==> config.mk <==
export PLATFORM = sky130hd
export DESIGN_NAME = instr_sequencer_flat
export DESIGN_NICKNAME = d
export VERILOG_FILES = /design/src/rtl/instr_sequencer_if.sv /design/src/rtl/instr_sequencer.sv /design/src/flat_wrapper.sv
export SDC_FILE = /design/constraint.sdc
export NUM_CORES = 1
export LEC_CHECK = 0
export CAP_MARGIN = 5
export CORE_AREA = 4 4 167 169
export DETAILED_ROUTE_END_ITERATION = 10
export DIE_AREA = 0 0 171 173
export GPL_TIMING_DRIVEN = 0
export HOLD_SLACK_MARGIN = 0.15
export SLEW_MARGIN = 20
export SYNTH_ARGS = -nofsm -noshare
export SYNTH_HDL_FRONTEND = slang
export SYNTH_SLANG_ARGS = --single-unit
==> constraint.sdc <==
create_clock -name clk -period 3.9 [get_ports clk]
set_input_delay 0.78 -clock clk [delete_from_list [all_inputs] [get_ports clk]]
set_output_delay 0.78 -clock clk [all_outputs]
set_load 0.01 [all_outputs]
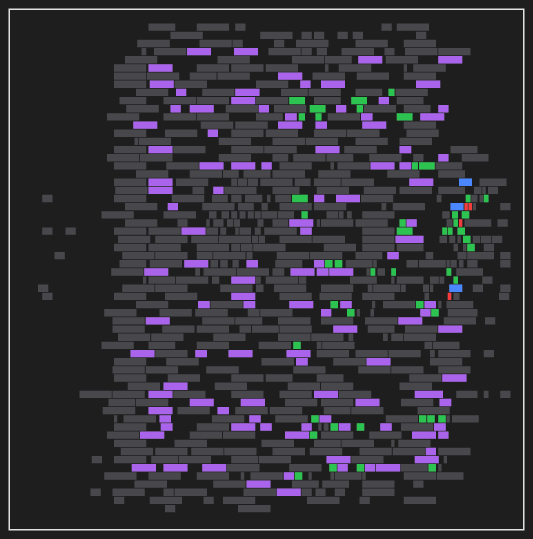
run_1/gates.png
Scale: 3 px per um.
Purple shows mux cells, cells 112, most used mux4_2. Red shows inv cells, cells 4, most used inv_1, where middle right. Green shows aoi and oai cells, cells 46, most used a22oi_1. Blue shows fa/ha/maj cells, cells 3, most used ha_1.
Non-Filler Instances: 985
Comb area share: 20.6%
Top cell excl fill/tap: edfxtp_1

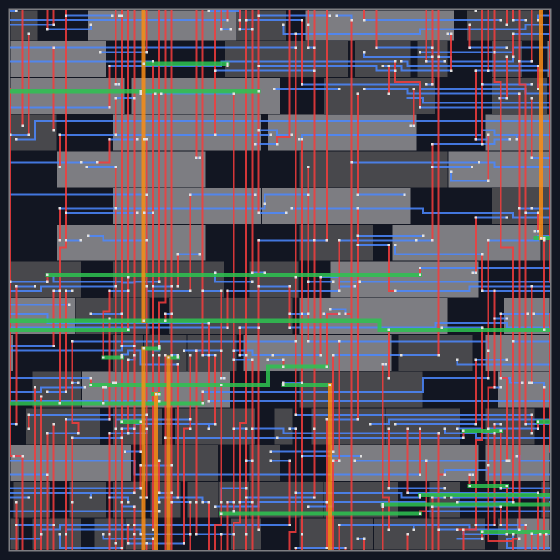
run_1/closeup.png
Window x 66 to 106, y 101 to 141 um. Cells in gray, sequential cells in the stronger gray; small squares are vias.
Blue shows M1. Red shows M2. Green shows M3. Orange shows M4.
Most frequent: edfxtp_1 (19), nor2_2 (9), buf_8 (9). 69 logic cells have their middle in the window. Sequential cells in the window: 20.

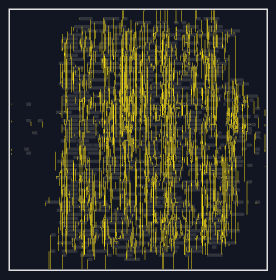
run_1/m2.png
Scale: 1.5 px per um. Cells faint in the background.
594 nets have wire on it. The wires run mostly vertical. The longest straight run is 64.9 um. The layer holds 49% of the routed length.
DR vias: 5563
routed wire length: 24300 um

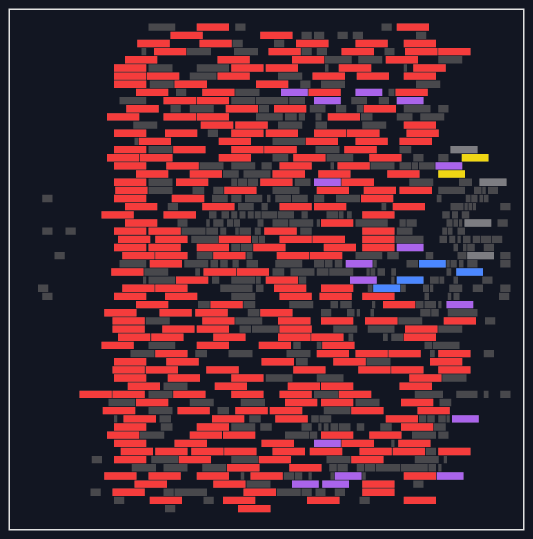
run_1/ff_map.png
Scale: 3 px per um. Other sequential cells in the stronger gray, the rest of the logic in the fainter gray.
Red shows u_core.mem_q, placed flops 256. Purple shows u_core.bus.instruction, placed flops 16. Blue shows u_core.bus.pc, placed flops 4, where middle right. Yellow shows u_core.state_q, placed flops 2.
Another 4 sequential cells are not colored.
flop share of the area: 62.6%
Flop area: 8340 um^2
post-layout util: 50.1%
Seq power: 3.59 mW

==> qor.csv <==
stage,metric,value,unit
run_status,status,"finished, final reports clean",
timing,Final Cycle Share,77.9,%
clocking,CTS clock-pin slew for the worst setup and hold paths,0.06,ns
timing,Fin Setup TNS,0,ns
finish,most numerous logic cells after layout,"256 x edfxtp_1, 62 x mux4_2, 46 x clkdlybuf4s50_1",
global_route,total grt overflow,0,
worst_hold_path,worst min path class,flop to flop,
detailed_routing,Max Used Layer,met5,
timing,Final min period,3.04,ns
clocking,CTS resizes,0,
pwr,clock share of power,33.2,%
flow_run,tool warnings,27,
place,DP Area,12400,um^2
detailed_routing,WL met2,12000,um
finish,fill count,2132,
detailed_routing,Iter 0 DRT Violations,578,
critical_path,Setup crit start kind,input port,
clocking,CTS H-Tree Depth,1,
clocking,Bufs on Longest Clock Path,3,
synth,# Cells Yosys,529,
synth,synthesized chip area reported by yosys,11200,um^2
finish,MI comb area,2740,um^2
detailed_routing,vias per cell,5.65,
timing,fmax,329,MHz
synth,synthesized instance count,529,
flow_run,max_cap viols,0,
clocking,CTS Buf Count,27,
synth,#FFs+latches synth,282,
detailed_routing,met3 WL post-DR,1330,um
floorplan,Die H,173,um
timing,final hold violation count,0,
detailed_routing,met1 WL,10600,um
pwr,Max VDD drop,0.000297,V
pwr,P_sw,2.17,mW
synth,ys async rst share,9.22,%
floorplan,Die X,171,um
pwr,Power Density,614,nW/um^2
detailed_routing,Wirelength per Cell,24.7,um
floorplan,core area,26600,um^2
floorplan,num rows,60,
critical_path,"critical path fanouts, max",25,
finish,# nets final,652,
synth,Dominant flop cell,edfxtp_1,
detailed_routing,DR pass1 iterations,5,
critical_path,R2R cell count,7,
synth,cell type with the largest total area,edfxtp_1,
global_route,vias in the first global route,5823,
critical_path,Worst setup EP type,flop,
synth,"Distinct cells, synth",41,
place,RePlAce Congestion,0.778,
floorplan,Die Size,29600,um^2
clocking,clk sinks,282,
pwr,combinational share of power,22.8,%
place,port buffer count,47,
synth,Floorplan Nets,556,
pwr,Leak,4.34,nW
clocking,CTS tree,done,
finish,max reg flops,256,
detailed_routing,Residual DRC,0,
place,hpwl dp,15900,um
critical_path,critical path class,input port to flop,
[run 1: synthesized netlist by cell type, types with 2 or more instances]
library cell and number:
mux2_1 5, clkbuf_1 3, nor2b_1 2, nand2b_1 4
nand4_1 2, buf_4 3, nor2_1 17, nand4b_1 2
mux2_2 20, o21ai_0 5, ha_1 3, mux2i_1 23
a21oi_1 4, nand2_1 14, buf_2 9, a21boi_0 2
mux4_2 62, a21o_1 4, a22oi_1 10, nand3_1 3
dfrtp_1 26, o211ai_1 9, buf_6 6, o22ai_1 8
inv_1 3, nor3_1 3, edfxtp_1 256, a221oi_2 7
mux4_1 2
[run 1: logic make-up (layout without fill, tap and decap cells)]
| logic type | count (synthesis) | count (layout) | synth area share (%) |
|---|---|---|---|
| simple gates | 51 | 51 | 2.28 |
| mux | 112 | 112 | 17.5 |
| compound gates | 51 | 51 | 3.61 |
| buf+inv | 28 | 143 | 1.58 |
| fa+ha+maj | 3 | 3 | 0.335 |
| flops | 282 | 282 | 74.4 |
| xor+xnor | 2 | 2 | 0.324 |
[run 1: critical path: cells and delay by family]
family / cells / cell delay, ns
mux: 1 / 0.28
buf+inv: 2 / 1.25
simple gates: 2 / 0.96
compound gates: 1 / 0.11
[run 1: area by class of cell]
cell class,instances,share of cell area (%)
Multi-Input combinational cell,219,20.6
Clock buffer,32,5.21
Clock inverter,16,1.68
Buffer,24,1.22
Tap cell,341,3.20
Sequential cell,282,62.6
Timing Repair Buffer,67,5.38
Inverter,4,0.113
[run 1: metrics by stage]
step	cells	setup WS [ns]	util, %
finish	985	0.863	50.1
global route	985	0.744	50.1
CTS	985	0.870	50.1
detailed placement	936	0.346	46.6
global placement	917	-0.427	45.6
floorplan	529	1.19	-
[run 1: metal layers]
metal  vias to the layer above  global-route usage (%)
li1                       2410                       -
met1                      2931                    24.4
met2                       180                    26.5
met3                        40                    2.10
met4                         2                    4.06
met5                         -                       0
[run 1: power groups by stage]
stage	sequential [mW]	combinational (mW)	clock [mW]
2_1_floorplan	3.67	1.11	0
3_3_place_gp	3.65	1.83	0
3_5_place_dp	3.66	1.88	0
4_1_cts	3.60	1.89	2.76
5_1_grt	3.61	2.00	2.89
6_report	3.59	1.87	2.71
No activity file was given, so power comes from the tool's default toggle rates.
